### src/rtl/mul_div_unit_pkg.sv
// mul_div_unit_pkg: shared widths, op encodings and FSM state encodings for the iterative mul/div unit
//   REG_FILE_WIDTH : default operand/result width
//   ADDR_WIDTH     : default register-file address width
//   md_op_e        : MUL / MULHU / DIVU / REMU operation codes
//   md_state_e     : IDLE / RUN / DONE sequencer states
package mul_div_unit_pkg;
    localparam int REG_FILE_WIDTH = 32;
    localparam int ADDR_WIDTH     = 5;

    typedef enum logic [1:0] {
        MD_OP_MUL   = 2'b00,
        MD_OP_MULHU = 2'b01,
        MD_OP_DIVU  = 2'b10,
        MD_OP_REMU  = 2'b11
    } md_op_e;

    typedef enum logic [1:0] {
        MD_IDLE = 2'b00,
        MD_RUN  = 2'b01,
        MD_DONE = 2'b10
    } md_state_e;
endpackage

### src/rtl/mul_div_unit_if.sv
// mul_div_unit_if: request/write-back bundle between the register file side and the mul/div unit
//   master (requester): drives start, op, signed_op, op_a, op_b, addr_d; observes ready, busy, done, result, wb_addr
//   slave  (unit)     : the mirror image
interface mul_div_unit_if #(
    parameter int WIDTH = mul_div_unit_pkg::REG_FILE_WIDTH,
    parameter int AW    = mul_div_unit_pkg::ADDR_WIDTH
) ();
    logic             start;
    logic [1:0]       op;
    logic             signed_op;
    logic [WIDTH-1:0] op_a;
    logic [WIDTH-1:0] op_b;
    logic [AW-1:0]    addr_d;
    logic             ready;
    logic             busy;
    logic             done;
    logic [WIDTH-1:0] result;
    logic [AW-1:0]    wb_addr;

    modport master (
        output start, op, signed_op, op_a, op_b, addr_d,
        input  ready, busy, done, result, wb_addr
    );

    modport slave (
        input  start, op, signed_op, op_a, op_b, addr_d,
        output ready, busy, done, result, wb_addr
    );
endinterface

### src/rtl/mul_div_unit_sign_fix.sv
// mul_div_sign_fix: combinational sign handling around the unsigned mul/div core
//   a_i, b_i, signed_i      : raw operands at accept -> a_mag_o, b_mag_o magnitudes, neg_a_o, neg_b_o signs
//   op_i, neg_a_i, neg_b_i  : captured op and operand signs of the running operation
//   b_zero_i                : divisor was zero (quotient stays all ones)
//   prod_i, quo_i, rem_i    : unsigned core results -> res_o signed-corrected result
module mul_div_sign_fix
    import mul_div_unit_pkg::*;
#(
    parameter int WIDTH = REG_FILE_WIDTH
) (
    input  logic [WIDTH-1:0]   a_i,
    input  logic [WIDTH-1:0]   b_i,
    input  logic               signed_i,
    output logic [WIDTH-1:0]   a_mag_o,
    output logic [WIDTH-1:0]   b_mag_o,
    output logic               neg_a_o,
    output logic               neg_b_o,
    input  md_op_e             op_i,
    input  logic               neg_a_i,
    input  logic               neg_b_i,
    input  logic               b_zero_i,
    input  logic [2*WIDTH-1:0] prod_i,
    input  logic [WIDTH-1:0]   quo_i,
    input  logic [WIDTH-1:0]   rem_i,
    output logic [WIDTH-1:0]   res_o
);
    logic [2*WIDTH-1:0] prod_s;
    logic [WIDTH-1:0]   quo_s;
    logic [WIDTH-1:0]   rem_s;

    assign neg_a_o = signed_i & a_i[WIDTH-1];
    assign neg_b_o = signed_i & b_i[WIDTH-1];
    assign a_mag_o = neg_a_o ? -a_i : a_i;
    assign b_mag_o = neg_b_o ? -b_i : b_i;

    // A zero divisor keeps the all-ones quotient; the remainder is |a| re-signed, i.e. the dividend.
    // The most negative dividend over -1 falls out naturally as 0x8000_0000 / remainder 0.
    assign prod_s = (neg_a_i ^ neg_b_i) ? -prod_i : prod_i;
    assign quo_s  = ((neg_a_i ^ neg_b_i) && !b_zero_i) ? -quo_i : quo_i;
    assign rem_s  = neg_a_i ? -rem_i : rem_i;

    assign res_o = (op_i == MD_OP_MUL)   ? prod_s[WIDTH-1:0] :
                   (op_i == MD_OP_MULHU) ? prod_s[2*WIDTH-1:WIDTH] :
                   (op_i == MD_OP_DIVU)  ? quo_s : rem_s;
endmodule

### src/rtl/mul_div_unit.sv
// mul_div_unit: iterative one-bit-per-cycle MUL/MULHU/DIVU/REMU unit feeding the register-file write port
//   clk, reset : rising-edge clock, synchronous active-high reset
//   bus        : mul_div_unit_if.slave (start/op/signed_op/op_a/op_b/addr_d in; ready/busy/done/result/wb_addr out)
//   Optional signed ops are built only when MUL_DIV_SIGNED_EN is defined.
module mul_div_unit
    import mul_div_unit_pkg::*;
#(
    parameter int WIDTH = REG_FILE_WIDTH,
    parameter int AW    = ADDR_WIDTH
) (
    input  logic          clk,
    input  logic          reset,
    mul_div_unit_if.slave bus
);
    localparam int CW = $clog2(WIDTH + 1);

    md_state_e        state_q;
    md_op_e           op_q;
    logic [CW-1:0]    cnt_q;
    logic [WIDTH:0]   hi_q;
    logic [WIDTH-1:0] lo_q;
    logic [WIDTH-1:0] b_q;
    logic [AW-1:0]    addr_q;
    logic             busy_q;
    logic             done_q;
    logic [WIDTH-1:0] result_q;
    logic [AW-1:0]    wb_addr_q;

    logic [WIDTH:0]   sum;
    logic [WIDTH:0]   sh;
    logic [WIDTH:0]   hi_d;
    logic [WIDTH-1:0] lo_d;
    logic [WIDTH-1:0] a_in;
    logic [WIDTH-1:0] b_in;
    logic [WIDTH-1:0] res_d;
    logic             ge;
    logic             accept;

    assign accept = bus.start && (state_q != MD_RUN);

    // hi_q/lo_q hold the product (multiply) or partial remainder/quotient (divide); b_q is multiplicand/divisor.
    assign sum  = {1'b0, hi_q[WIDTH-1:0]} + (lo_q[0] ? {1'b0, b_q} : '0);
    assign sh   = {hi_q[WIDTH-1:0], lo_q[WIDTH-1]};
    assign ge   = sh >= {1'b0, b_q};
    assign hi_d = op_q[1] ? (ge ? sh - {1'b0, b_q} : sh) : {1'b0, sum[WIDTH:1]};
    assign lo_d = op_q[1] ? {lo_q[WIDTH-2:0], ge} : {sum[0], lo_q[WIDTH-1:1]};

`ifdef MUL_DIV_SIGNED_EN
    logic neg_a_q, neg_b_q, neg_a_d, neg_b_d;

    mul_div_sign_fix #(.WIDTH(WIDTH)) u_sign_fix (
        .a_i      (bus.op_a),
        .b_i      (bus.op_b),
        .signed_i (bus.signed_op),
        .a_mag_o  (a_in),
        .b_mag_o  (b_in),
        .neg_a_o  (neg_a_d),
        .neg_b_o  (neg_b_d),
        .op_i     (op_q),
        .neg_a_i  (neg_a_q),
        .neg_b_i  (neg_b_q),
        .b_zero_i (b_q == '0),
        .prod_i   ({hi_d[WIDTH-1:0], lo_d}),
        .quo_i    (lo_d),
        .rem_i    (hi_d[WIDTH-1:0]),
        .res_o    (res_d)
    );

    always_ff @(posedge clk) begin
        if (reset) begin
            neg_a_q <= 1'b0;
            neg_b_q <= 1'b0;
        end else if (accept) begin
            neg_a_q <= neg_a_d;
            neg_b_q <= neg_b_d;
        end
    end
`else
    assign a_in  = bus.op_a;
    assign b_in  = bus.op_b;
    // Low word / quotient live in lo, high word / remainder in hi.
    assign res_d = op_q[0] ? hi_d[WIDTH-1:0] : lo_d;
`endif

    always_ff @(posedge clk) begin
        if (reset) begin
            state_q   <= MD_IDLE;
            op_q      <= MD_OP_MUL;
            cnt_q     <= '0;
            hi_q      <= '0;
            lo_q      <= '0;
            b_q       <= '0;
            addr_q    <= '0;
            busy_q    <= 1'b0;
            done_q    <= 1'b0;
            result_q  <= '0;
            wb_addr_q <= '0;
        end else begin
            done_q <= 1'b0;
            if (accept) begin
                state_q <= MD_RUN;
                op_q    <= md_op_e'(bus.op);
                cnt_q   <= CW'(WIDTH);
                hi_q    <= '0;
                lo_q    <= a_in;
                b_q     <= b_in;
                addr_q  <= bus.addr_d;
                busy_q  <= 1'b1;
            end else if (state_q == MD_RUN) begin
                hi_q  <= hi_d;
                lo_q  <= lo_d;
                cnt_q <= cnt_q - 1'b1;
                if (cnt_q == CW'(1)) begin
                    state_q   <= MD_DONE;
                    busy_q    <= 1'b0;
                    done_q    <= 1'b1;
                    result_q  <= res_d;
                    wb_addr_q <= addr_q;
                end
            end else begin
                state_q <= MD_IDLE;
            end
        end
    end

    assign bus.ready   = state_q != MD_RUN;
    assign bus.busy    = busy_q;
    assign bus.done    = done_q;
    assign bus.result  = result_q;
    assign bus.wb_addr = wb_addr_q;
endmodule

### src/flat_wrapper.sv
// flat-port wrapper written by rule: the top's interface ports become plain ports
module mul_div_unit_flat import mul_div_unit_pkg::*;
#(
    parameter int WIDTH = REG_FILE_WIDTH,
    parameter int AW    = ADDR_WIDTH
)
  (clk, reset, bus_start, bus_op, bus_signed_op, bus_op_a, bus_op_b, bus_addr_d, bus_ready, bus_busy, bus_done, bus_result, bus_wb_addr);
  mul_div_unit_if #(.WIDTH(WIDTH), .AW(AW)) bus_i ();
  input  logic clk;
  input  logic reset;
  input wire logic [$bits(bus_i.start)-1:0] bus_start;
  input wire logic [$bits(bus_i.op)-1:0] bus_op;
  input wire logic [$bits(bus_i.signed_op)-1:0] bus_signed_op;
  input wire logic [$bits(bus_i.op_a)-1:0] bus_op_a;
  input wire logic [$bits(bus_i.op_b)-1:0] bus_op_b;
  input wire logic [$bits(bus_i.addr_d)-1:0] bus_addr_d;
  output wire logic [$bits(bus_i.ready)-1:0] bus_ready;
  output wire logic [$bits(bus_i.busy)-1:0] bus_busy;
  output wire logic [$bits(bus_i.done)-1:0] bus_done;
  output wire logic [$bits(bus_i.result)-1:0] bus_result;
  output wire logic [$bits(bus_i.wb_addr)-1:0] bus_wb_addr;
  assign bus_i.start = bus_start;
  assign bus_i.op = bus_op;
  assign bus_i.signed_op = bus_signed_op;
  assign bus_i.op_a = bus_op_a;
  assign bus_i.op_b = bus_op_b;
  assign bus_i.addr_d = bus_addr_d;
  assign bus_ready = bus_i.ready;
  assign bus_busy = bus_i.busy;
  assign bus_done = bus_i.done;
  assign bus_result = bus_i.result;
  assign bus_wb_addr = bus_i.wb_addr;
  mul_div_unit #(.WIDTH(WIDTH), .AW(AW)) u_core (.clk(clk), .reset(reset), .bus(bus_i));
endmodule
### config.mk
export PLATFORM = sky130hd
export DESIGN_NAME = mul_div_unit_flat
export DESIGN_NICKNAME = d
export VERILOG_FILES = /design/src/rtl/mul_div_unit_pkg.sv /design/src/rtl/mul_div_unit_if.sv /design/src/rtl/mul_div_unit_sign_fix.sv /design/src/rtl/mul_div_unit.sv /design/src/flat_wrapper.sv
export SDC_FILE = /design/constraint.sdc
export NUM_CORES = 1
export LEC_CHECK = 0
export CAP_MARGIN = 20
export CORE_UTILIZATION = 49
export DETAILED_ROUTE_END_ITERATION = 10
export GPL_TIMING_DRIVEN = 0
export PLACE_DENSITY = 0.73
export SKIP_LAST_GASP = 1
export SYNTH_ARGS = -nofsm -noshare
export SYNTH_HDL_FRONTEND = slang
export SYNTH_SLANG_ARGS = --single-unit
### constraint.sdc
create_clock -name clk -period 7.65 [get_ports clk]
set_clock_uncertainty 0.05 [all_clocks]
set_input_delay 1.1475 -clock clk [delete_from_list [all_inputs] [get_ports clk]]
set_output_delay 1.1475 -clock clk [all_outputs]
set_load 0.03 [all_outputs]
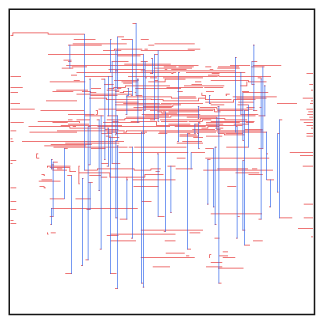
Figure 1: run 1, metal layers overlaid.
(2 px per um) Only two layers are drawn.
met3 -> red  # wire length 3590 um
met4 -> blue  # wire length 2300 um
Avg WL per Cell: 22.3 um
GRT Overall Usage: 35.6%
DRT Wirelength: 41400 um
total number of vias: 11600

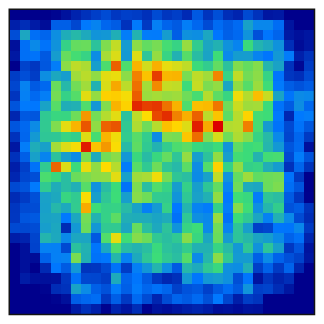
Figure 2: run 1, routed metal per tile.
(2 px per um) The die is cut into 30 by 30 equal tiles; dark blue is low, red is high, scaled to the fullest tile. Values are wire area over tile area, all layers added.
mean over tiles = 0.31
emptiest ninth of the die = south-west
fullest tile = 0.85
nearly empty tiles = 5.8%

==> results.txt, run 1 <==
Status = finished clean
Post_cts resized = 0
Hold crit path type = flip-flop to flip-flop
H-tree levels = 4
Residual DRC count = 0
Crit path max-delay family = buffers and inverters
Slew Limit Fails = 0
Routability cong. = 0.977
CTS tree = yes
DP Area = 12500 sq um
Final Cell Area = 13000 sq um
Core Util, Final = 59.6%
Seq/Total Area, Yosys = 27.3%
Synth-to-Final Area Change = 18.5%
YS chip area = 11000 sq um
Max_cap viols = 0
Crit Reg-Reg Endpoint = u_core.bus.result[27]
Worst rel slew slack = 34.0%
Ys async rst share = 0%
CP Depth = 6
RSZ-0062 raised after global routing = false
Number of flops mapped to enable cells by yosys = 0
CTS root buffer = clkbuf_16
Slowest stage delay, CP = 810 ps
Final Hold Fails = 0
CTS Buffer Depth = 2
Slowest CP cell = clkdlybuf4s50_1
Worst R2R Path Depth = 11
CP Capture Type = output port
CP max FO = 10
Slew @ Worst Pin = 990 ps
Nets@finish = 1707
Register area = 3000 sq um
Distinct lib cells used = 88
1st-iter DRT viols = 1308
Initial antenna violation count = 0
Routed Antenna Nets = 0
Die Width = 152 um
Hold depth = 2
Data required time of the worst path = 6450 ps
Proportion of layout cells with a drive suffix above 1 = 6.28%
Fillers = 2088
CP cell instances = nor2b_1, clkbuf_1, inv_2, clkbuf_1, buf_1, clkdlybuf4s50_1
CP Launch Type = flip-flop
Worst setup margin = 2950 ps
Final setup fails = 0
Clk latency late pin = 440 ps
Setup crit end = bus_ready
Ys cells = 1433
Syn. warnings = 0
Logic cell area = 7380 sq um
CTS Sinks = 150
Kind of critical path = flip-flop to output port
Top-area cell share = 27.3%
Synth Register Bits = 150
Cells after Synth = 1433
Critical Path Source = u_core.state_q[0]
Most common reg cell = dfxtp_1
Post-DP HPWL = 32300 um
Via density per instance = 6.27
OpenROAD warnings = 28
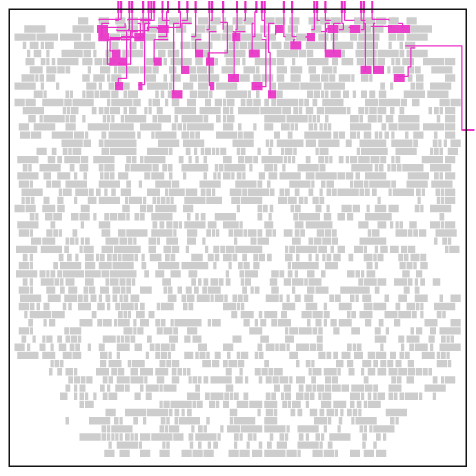
Figure 3: run 1, I/O nets highlighted.
(3 px per um)
bus_op_a -> magenta  # bits 32, direction input, edge 31 north, 1 east, end cells 32, buffers 32, wire 704 um
I/O pin count: 115
Port-buffer cells: 112

==> run 1: registers in the layout, summed over array words and instances (netlist names) <==
register and flops:
u_core.b_q 32, u_core.bus.result 32, u_core.hi_q 32, u_core.lo_q 32
u_core.cnt_q 6, u_core.addr_q 5, u_core.bus.wb_addr 5, u_core.op_q 2
u_core.state_q 2, u_core.bus.busy 1, u_core.bus.done 1
==> run 1: logic make-up after synthesis <==
| logic type | count (synthesis) | synth area share (%) |
|---|---|---|
| AOI/OAI and AO/OA | 451 | 26.6 |
| DFF | 150 | 27.3 |
| adders and majority gates | 68 | 7.87 |
| buffers and inverters | 146 | 5.61 |
| muxes | 67 | 6.64 |
| xor gates and xnor gates | 54 | 4.30 |
| and+or+nand+nor | 497 | 21.7 |
==> run 1: worst min-delay path, cell delays in order (launching register included) <==
cell and delay (ps):
dfxtp_1 310, nand2_1 50, a21oi_1 50
==> run 1: synth_stat cells (all sizes together), types with 31 or more instances <==
cell and instances:
a211oi 67, a21oi 154, and2 42, clkbuf 73
dfxtp 150, ha 66, inv 49, mux2i 40
nand2 182, nand3 31, nor2 107, o21ai 85
==> run 1: cell type report <==
cell class | count | share of cell area (%)
Sequential cell | 150 | 23.0
Tap cell | 280 | 2.69
Buffer | 96 | 3.29
Multi-Input combinational cell | 1137 | 56.6
Timing Repair Buffer | 112 | 8.60
Clock buffer | 17 | 3.26
Clock inverter | 14 | 1.08
Inverter | 50 | 1.44
==> run 1: metal layers <==
layer	vias up	share of wire, %	wire (um)	track usage (%)
met5	-	0	0	0
met4	0	5.5	2300	18.9
met3	142	8.7	3590	8.04
met2	629	45	18700	57.6
met1	5418	41	16900	44.1
li1	5446	-	-	-
==> run 1: worst min path at each step <==
stage                          start               endpoint  slack, ps
2_1_floorplan       u_core.addr_q[0]  u_core.bus.wb_addr[0]        380
6_report            u_core.addr_q[3]  u_core.bus.wb_addr[3]        400
3_3_place_gp   u_core.bus.wb_addr[2]  u_core.bus.wb_addr[2]        390
5_1_grt             u_core.addr_q[3]  u_core.bus.wb_addr[3]        430
3_5_place_dp   u_core.bus.wb_addr[1]  u_core.bus.wb_addr[1]        400
4_1_cts             u_core.addr_q[3]  u_core.bus.wb_addr[3]        400
==> run 1: metrics by stage <==
step | std cells | hold WS, ps
after floorplan | 1433 | 382
after global placement | 1825 | 392
after detailed placement | 1825 | 397
after CTS | 1856 | 403
after global routing | 1856 | 428
final | 1856 | 398
==> run 1: power breakdown <==
part | switching (uW) | leakage (uW) | total [uW] | internal (uW)
combinational | 489 | 0.00361 | 802 | 313
sequential | 44.5 | 0.00123 | 868 | 824
clock | 393 | 0.000272 | 850 | 457
total | 926 | 0.00511 | 2520 | 1590
==> run 1: cell usage in the layout, fill, tap and decap left out, drive strengths merged, types with 31 or more instances in the layout <==
master	netlist	layout
nand2	182	182
a21oi	154	154
dfxtp	150	150
clkdlybuf4s50	0	112
nor2	107	107
clkbuf	73	90
o21ai	85	85
a211oi	67	67
ha	66	66
inv	49	58
and2	42	42
mux2i	40	40
nand3	31	31
--- run 2 (diff from run 1) ---
Settings changed: PLACE_DENSITY 0.73 to 0.75.
Clock period 7.65 ns to 4.1 ns, I/O delays scaled along.
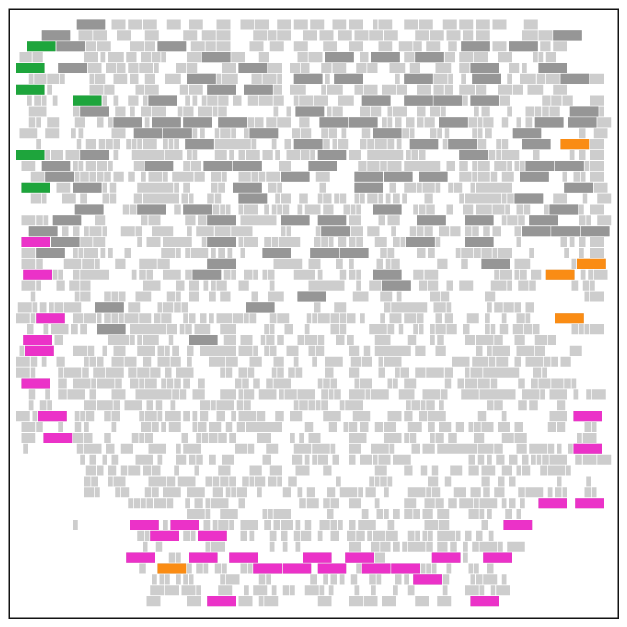
Figure 4: run 2, sequential cells colored by netlist name.
(4 px per um) Other sequential cells in the stronger gray, the rest of the logic in the fainter gray.
u_core.addr_q -> orange  # placed flops 5
u_core.b_q -> magenta  # placed flops 32
u_core.cnt_q -> green  # placed flops 6, where north-west
not colored = 107
register area: 3000 sq um
sequential cell area share: 23.0%
sequential power: 1620 uW

==> run 2 against run 1 <==
Against the previous run:
- register-to-register slack got worse by 3200 ps
- count of clock-buffer cells in the layout grew 1
- core utilization is essentially flat
- highest routed layer unchanged
- global-route usage decreased by 0.73 points
- sequential share of layout area hardly changed
- worst setup slack worse by 2800 ps
- flip-flop count unchanged
- combinational power up 87%
- wire length fell by 1.1%
- die size unchanged
- largest power group unchanged
- cell count hardly changed
- area after synthesis stayed put
==> results.txt, run 2 <==
Status = finished clean (unchanged)
Top cell excl fill/tap = nand2_1 (unchanged)
# hold bufs at CTS = 0 (unchanged)
1st-iter DRT viols = 1210 (was 1308)
Clk latency late pin = 440 ps (about the same)
Met1 GRT Util = 44.6% (was 44.1%)
Number of flops mapped to enable cells by yosys = 0 (unchanged)
Ys cells = 1433 (unchanged)
Most frequent cell after synthesis = nand2_1 (unchanged)
Met2 Use GR = 56.9% (was 57.6%)
Tcrit/Tclk final = 97.0%
DP Area = 12500 sq um (unchanged)
CTS Buffer Depth = 2 (unchanged)
Grt peak-use layer = met2 (unchanged)
Slowest stage delay, CP = 420 ps (was 810 ps)
# diodes = 0 (unchanged)
Worst vdd ir = 229 uV (was 131 uV)
TritonCTS Buffers = 17 (unchanged)
Hold crit path type = flip-flop to flip-flop (unchanged)
Slew Limit Fails = 0 (unchanged)
NetSw = 1750 uW (was 926 uW)
Synth-to-Final Area Change = 18.5% (about the same)
Kind of critical path = flip-flop to flip-flop (was flip-flop to output port)
Final Hold Fails = 0 (unchanged)
Avg Inst Size Synth = 7.68 sq um (unchanged)
Synthesized area = 11000 sq um (unchanged)
Slowest CP cell = fa_1 (was clkdlybuf4s50_1)
Die Ht = 152 um (unchanged)
Synth area leaders = dfxtp_1 (27%), ha_1 (7.5%), a21oi_1 (7.0%), nand2_1 (6.2%), a211oi_1 (4.4%) (unchanged)
Fin Hold WS = 410 ps (was 398 ps)
CTS Sinks = 150 (unchanged)
YS chip area = 11000 sq um (unchanged)
CTS root buffer = clkbuf_16 (unchanged)
Routability cong. = 1.00 (was 0.977)
Synth Register Bits = 150 (unchanged)
Most frequent cells after synthesis = nand2_1 (181), a21oi_1 (153), dfxtp_1 (150) (unchanged)
Fillers = 2094 (was 2088)
Cells after Synth = 1433 (unchanged)
RSZ-0062 raised after global routing = true (was false)
Vias in the first global route = 11100 (was 11200)
Total number of vias = 11700 (was 11600)
Critical Path AT = 4290 ps (was 3510 ps)
Distinct lib cells used = 88 (unchanged)
Syn_nets = 1576 (unchanged)
Port-buffer cells = 112 (unchanged)
CTS tree = yes (unchanged)
Met3 usage = 6.16% (was 8.04%)
Core Rows = 54 (unchanged)
Via density per instance = 6.30 (was 6.27)
Final Cell Area = 13000 sq um (about the same)
Crit path top cell by count = inv_1 (was clkbuf_1)
Data required time of the worst path = 4420 ps (was 6450 ps)
Worst-path clk slew = 70 ps (about the same)
Switch share = 37.4% (was 36.7%)
Nets@finish = 1707 (unchanged)
Seq/Total Area, Yosys = 27.3% (unchanged)
Top Layout Cells = nand2_1 (181), a21oi_1 (153), dfxtp_1 (150), clkdlybuf4s50_1 (112), nor2_1 (107) (unchanged)
Area of the core = 21900 sq um (unchanged)
Clock Power Share = 33.4% (was 33.7%)
Internal power = 2930 uW (was 1590 uW)
Worst Path Buf+Inv = 2 (was 5)
CP Capture Type = flip-flop (was output port)
Largest area contributor in the netlist = dfxtp_1 (unchanged)
Full die area = 23100 sq um (unchanged)
GRT overflow = 0 (unchanged)
Final setup fails = 0 (unchanged)
Crit path max-delay family = AND-OR/OR-AND gates (was buffers and inverters)
Proportion of layout cells with a drive suffix above 1 = 6.47% (was 6.28%)
Initial Util = 50.3% (unchanged)
Initial antenna violation count = 0 (unchanged)
Tmin final = 3980 ps
Routed Antenna Nets = 0 (unchanged)
Post-DP HPWL = 32000 um (was 32300 um)
Most common reg cell = dfxtp_1 (unchanged)
Die Width = 152 um (unchanged)
OpenROAD warnings = 29 (was 28)
Max_cap viols = 0 (unchanged)
Max Clock Freq = 252 MHz
Syn. warnings = 0 (unchanged)
Worst rel slew slack = 30.9% (was 34.0%)
DRT Pass-1 Iters = 8 (was 6)
Comb pwr share = 32.0% (was 31.8%)
CP max FO = 3 (was 10)
Slew @ Worst Pin = 1040 ps (was 990 ps)
Residual DRC count = 0 (unchanged)
CP Launch Type = flip-flop (unchanged)
Post-CTS Setup Bufs = 0 (unchanged)
Power per cell area = 359 nW/um^2 (was 193 nW/um^2)
First-pass GRT wire length = 62400 um (was 63500 um)
H-tree levels = 4 (unchanged)
Ys async rst share = 0% (unchanged)
Leak = 0.00511 uW (about the same)
I/O pin count = 115 (unchanged)
Avg WL per Cell = 22.1 um (was 22.3 um)
Pin count of the biggest net entering global routing = 17 (unchanged)
Top-area cell share = 27.3% (unchanged)
CP cell instances = inv_1, ha_1, inv_1, fa_1, a211oi_1, nor4_2, o21ai_0, a311oi_1, a31o_2, and4_1, nor4_1, o22ai_1, a21oi_1 (was nor2b_1, clkbuf_1, inv_2, clkbuf_1, buf_1, clkdlybuf4s50_1)
Sequential Power Share = 34.6% (was 34.5%)
Core Util, Final = 59.6% (about the same)
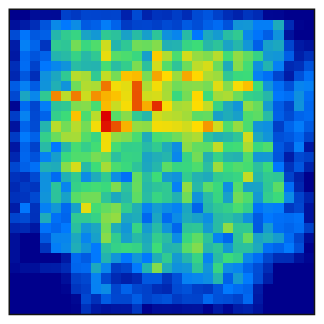
Figure 5: run 2, routed metal per tile.
(2 px per um) The die is cut into 30 by 30 equal tiles; dark blue is low, red is high, scaled to the fullest tile. Values are wire area over tile area, all layers added.
emptiest ninth of the die = south-west
tiles over half the peak = 23%
fullest tile = 0.90
nearly empty tiles = 8.4%
mean over tiles = 0.30
DRT Wirelength: 41000 um
GRT Overall Usage: 34.9%

==> run 2: cell type report <==
class | instances | area, sq um | share of cell area (%)
clock inverters | 14 | 131 | 1.01
well taps | 280 | 350 | 2.69
repair buffers | 112 | 1120 | 8.59
multi-input cells | 1137 | 7390 | 56.7
flip-flops and latches | 150 | 3000 | 23.0
inverters | 50 | 188 | 1.44
clock buffers | 18 | 429 | 3.29
plain buffers | 96 | 432 | 3.31
==> run 2: worst reg2reg max path, stage by stage, from the launching register on <==
cell      delay [ps]
dfxtp_1          330
inv_1            230
ha_1             240
inv_1             60
fa_1             420
a211oi_1         390
nor4_2           130
o21ai_0          420
a311oi_1         240
a31o_2           330
and4_1           200
nor4_1           410
o22ai_1          240
a21oi_1          220
==> run 2: what timing repair did <==
action	4_1_cts	5_1_grt
gates cloned	0	0
pin swaps	0	0
gates resized	1	5
setup endpoints to repair	1	7
==> run 2: power by group through the flow <==
stage | Combinational, uW | Sequential [uW] | Clock (uW)
3_5_place_dp | 1450 | 1650 | 0
4_1_cts | 1460 | 1620 | 1560
3_3_place_gp | 1430 | 1650 | 0
6_report | 1500 | 1620 | 1560
2_1_floorplan | 990 | 1630 | 0
5_1_grt | 1590 | 1630 | 1630
==> run 2: final timing paths <==
path	start	endpoint	slack, ps	depth (start not counted)
setup / recovery	u_core.lo_q[31]	u_core.hi_q[30]	120	13
hold / removal	u_core.bus.wb_addr[2]	u_core.bus.wb_addr[2]	410	2
setup reg to reg	u_core.lo_q[31]	u_core.hi_q[30]	120	13
hold reg to reg	u_core.bus.wb_addr[2]	u_core.bus.wb_addr[2]	410	2
==> run 2: layer usage <==
layer  part of all wire [%]  vias up  wire length (um)
li1                       -     5448                 -
met1                     40     5521             16500
met2                     46      599             18800
met3                    9.1      139              3720
met4                    4.8        0              1970
met5                      0        -                 0
==> run 2: kinds of logic after synthesis <==
| group | synth area share, % |
|---|---|
| AND/OR/NAND/NOR | 21.7 |
| buffers and inverters | 5.61 |
| XOR/XNOR | 4.30 |
| adder cells (fa/ha/maj) | 7.87 |
| flip-flops | 27.3 |
| multiplexers | 6.64 |
| AND-OR/OR-AND | 26.6 |
==> run 2: per-stage QoR <==
step           total power, uW  worst slack (ps)  setup TNS (ps)  instances
2_1_floorplan             2620              1130               0       1433
4_1_cts                   4640               138               0       1857
5_1_grt                   4850             -6.59           -6.59       1857
3_3_place_gp              3080             -29.6           -29.6       1825
3_5_place_dp              3100              35.9               0       1825
6_report                  4680               124               0       1857
--- run 3 (diff from run 2) ---
Settings changed: REMOVE_ABC_BUFFERS set to 1.
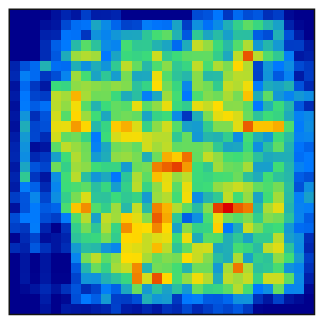
Figure 6: run 3, routed metal per tile.
(2 px per um) The die is cut into 30 by 30 equal tiles; dark blue is low, red is high, scaled to the fullest tile. Values are wire area over tile area, all layers added.
densest ninth of the die = center
mean over tiles = 0.24
emptiest ninth of the die = south-west
nearly empty tiles = 6.9%
tiles over half the peak = 36%
GRT Overall Usage: 29.7%
Avg WL per Cell: 19.5 um
total number of vias: 10700
DRT Wirelength: 34500 um

==> run 3 against run 2 <==
Against the previous run:
- non-clock buffer count shrank 86
- die size is the same
- combinational power shrank 8%
- register-to-register slack gained 90 ps
- worst setup slack gained 87 ps
- sequential share of layout area grew 0.25 points
- area after synthesis is the same
- cell count shrank 4.6%
- critical path type unchanged
==> results.txt, run 3 <==
Worst-path clk slew = 80 ps (was 70 ps)
Die Ht = 152 um (unchanged)
Seq/Total Area, Yosys = 27.3% (unchanged)
Initial antenna violation count = 0 (unchanged)
Tmin final = 3890 ps (was 3980 ps)
Clk latency late pin = 440 ps (about the same)
CP cell instances = nor2b_4, buf_12, inv_2, buf_12, nand2_2, nand2b_1, a211oi_1 (was inv_1, ha_1, inv_1, fa_1, a211oi_1, nor4_2, o21ai_0, a311oi_1, a31o_2, and4_1, nor4_1, o22ai_1, a21oi_1)
Via density per instance = 6.02 (was 6.30)
Status = finished clean (unchanged)
Number of flops mapped to enable cells by yosys = 0 (unchanged)
Port-buffer cells = 113 (was 112)
Slowest CP cell = nand2b_1 (was fa_1)
Pre-CTS WS = -391 ps (was 35.9 ps)
Cells after Synth = 1433 (unchanged)
Synthesized area = 11000 sq um (unchanged)
Top Layout Cells = nand2_1 (180), a21oi_1 (153), dfxtp_1 (148), clkdlybuf4s50_1 (111), nor2_1 (105) (was nand2_1 (181), a21oi_1 (153), dfxtp_1 (150), clkdlybuf4s50_1 (112), nor2_1 (107))
First-pass GRT wire length = 55100 um (was 62400 um)
CP max FO = 47 (was 3)
Tcrit/Tclk final = 94.8% (was 97.0%)
Area of the core = 21900 sq um (unchanged)
Synth Register Bits = 150 (unchanged)
Top cell excl fill/tap = nand2_1 (unchanged)
GRT overflow = 0 (unchanged)
Leak = 0.00508 uW (was 0.00511 uW)
Distinct lib cells used = 88 (unchanged)
Nets@finish = 1622 (was 1707)
Avg Inst Size Synth = 7.68 sq um (unchanged)
Ys async rst share = 0% (unchanged)
# diodes = 0 (unchanged)
Mux area share = 6.64% (unchanged)
CTS root buffer = clkbuf_16 (unchanged)
YS chip area = 11000 sq um (unchanged)
Worst setup margin = 211 ps (was 124 ps)
Syn. warnings = 0 (unchanged)
Max_cap viols = 0 (unchanged)
Post-DP HPWL = 24800 um (was 32000 um)
RSZ-0062 raised after global routing = false (was true)
Hold crit path type = flip-flop to flip-flop (unchanged)
I/O pin count = 115 (unchanged)
Top logic family = AND-OR/OR-AND gates (unchanged)
Slew @ Worst Pin = 1120 ps (was 1040 ps)
Pin count of the biggest net entering global routing = 84 (was 17)
Synth area leaders = dfxtp_1 (27%), ha_1 (7.5%), a21oi_1 (7.0%), nand2_1 (6.2%), a211oi_1 (4.4%) (unchanged)
Worst vdd ir = 275 uV (was 229 uV)
Crit path top cell by count = buf_12 (was inv_1)
Residual DRC count = 0 (unchanged)
Top-area cell share = 27.3% (unchanged)
Largest area contributor in the netlist = dfxtp_1 (unchanged)
Aoi share = 26.6% (unchanged)
Slew Limit Fails = 0 (unchanged)
Vias in the first global route = 10100 (was 11100)
Most frequent cell after synthesis = nand2_1 (unchanged)
CTS tree = yes (unchanged)
Initial Util = 50.3% (unchanged)
Die Width = 152 um (unchanged)
Final Hold Fails = 0 (unchanged)
Full die area = 23100 sq um (unchanged)
OpenROAD warnings = 27 (was 29)
Most common reg cell = dfxtp_1 (unchanged)
Data required time of the worst path = 4390 ps (was 4420 ps)
Synth-to-Final Area Change = 17.5% (was 18.5%)
Final setup fails = 0 (unchanged)
Routed Antenna Nets = 0 (unchanged)
H-tree levels = 4 (unchanged)
Power per cell area = 363 nW/um^2 (was 359 nW/um^2)
Slowest stage delay, CP = 770 ps (was 420 ps)
Power after layout = 4690 uW (was 4680 uW)
Synth Area in Adders = 7.87% (unchanged)
Critical Path AT = 4180 ps (was 4290 ps)
Kind of critical path = flip-flop to flip-flop (unchanged)
Crit path max-delay family = simple AND/OR/NAND/NOR gates (was AND-OR/OR-AND gates)
Post-CTS Setup Bufs = 0 (unchanged)
DRT Pass-1 Iters = 7 (was 8)
Fin Hold WS = 403 ps (was 410 ps)
Ys cells = 1433 (unchanged)
TritonCTS Buffers = 17 (unchanged)
Worst Path Buf+Inv = 3 (was 2)
Worst rel slew slack = 25.5% (was 30.9%)
Core Rows = 54 (unchanged)
Max Clock Freq = 257 MHz (was 252 MHz)
Core Util, Final = 59.0% (was 59.6%)
Proportion of layout cells with a drive suffix above 1 = 6.90% (was 6.47%)
CTS Buffer Depth = 2 (unchanged)
Most frequent cells after synthesis = nand2_1 (181), a21oi_1 (153), dfxtp_1 (150) (unchanged)
CP Launch Type = flip-flop (unchanged)
1st-iter DRT viols = 770 (was 1210)
CTS Sinks = 150 (unchanged)
Fillers = 2028 (was 2094)
Routability cong. = 0.931 (was 1.00)
XORs/XNORs by Area = 4.30% (unchanged)
CP Capture Type = flip-flop (unchanged)
Simple share = 21.7% (unchanged)
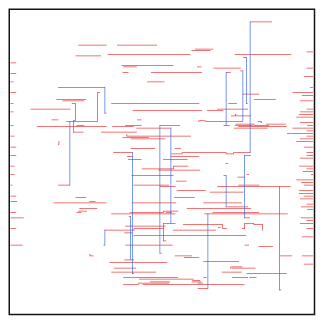
Figure 7: run 3, metal layers overlaid.
(2 px per um) Only two layers are drawn.
met3 -> red  # wire length 2100 um
met4 -> blue  # wire length 561 um

-- run 3: cell counts after synthesis --
Identical to the previous run, type by type.
-- run 3: worst min-delay path: cells and delay by family (launching register included) --
family / cells / cell delay (ps)
flip-flops: 1 / 310
AND/OR/NAND/NOR: 1 / 50
AND-OR/OR-AND: 1 / 50
-- run 3: logic make-up after synthesis --
group / after synthesis
multiplexers: 67
buffers and inverters: 146
adder cells (fa/ha/maj): 68
XOR/XNOR: 54
AND-OR/OR-AND: 451
flip-flops: 150
AND/OR/NAND/NOR: 497
-- run 3: power by group --
group | switching (uW) | internal, uW | total, uW
registers | 93.5 | 1540 | 1630
clock network | 788 | 890 | 1680
logic | 817 | 562 | 1380
-- run 3: metal layers --
layer	vias to the layer above	track usage (%)	wire, um
met1	4994	43.0	16600
met4	0	7.24	560
met5	-	0	0
met3	42	4.51	2100
li1	5287	-	-
met2	341	46.1	15300
-- run 3: path summary, 6_finish.rpt --
check,slack (ps),depth (start not counted),end,start
min,400,2,u_core.bus.wb_addr[1],u_core.addr_q[1]
max reg2reg,210,7,u_core.cnt_q[1],u_core.state_q[0]
max,210,7,u_core.cnt_q[1],u_core.state_q[0]
min reg2reg,400,2,u_core.bus.wb_addr[1],u_core.addr_q[1]
-- run 3: cell type report --
cell class | count | area [sq um] | area share (%)
clock buffer | 17 | 425 | 3.29
clock inverter | 15 | 210 | 1.63
inverter | 50 | 188 | 1.45
multi-input combinational | 1138 | 7420 | 57.4
sequential | 150 | 3010 | 23.3
tap | 280 | 350 | 2.71
timing repair buffer | 122 | 1320 | 10.2
-- run 3: timing repair --
item	in CTS	in global routing
hold buffers	0	0
endpoints found under the setup margin	11	24
cloned	1	0
resized	1	2
-- run 3: per-stage QoR --
stage	setup TNS [ps]	instance area [sq um]	instances
after floorplan	-162820	10600	1337
after global routing	0	12900	1772
final	0	12900	1772
after CTS	0	12900	1771
after detailed placement	-3560	12200	1738
after global placement	-614120	12100	1730
Power is estimated from default activity; no workload was simulated.
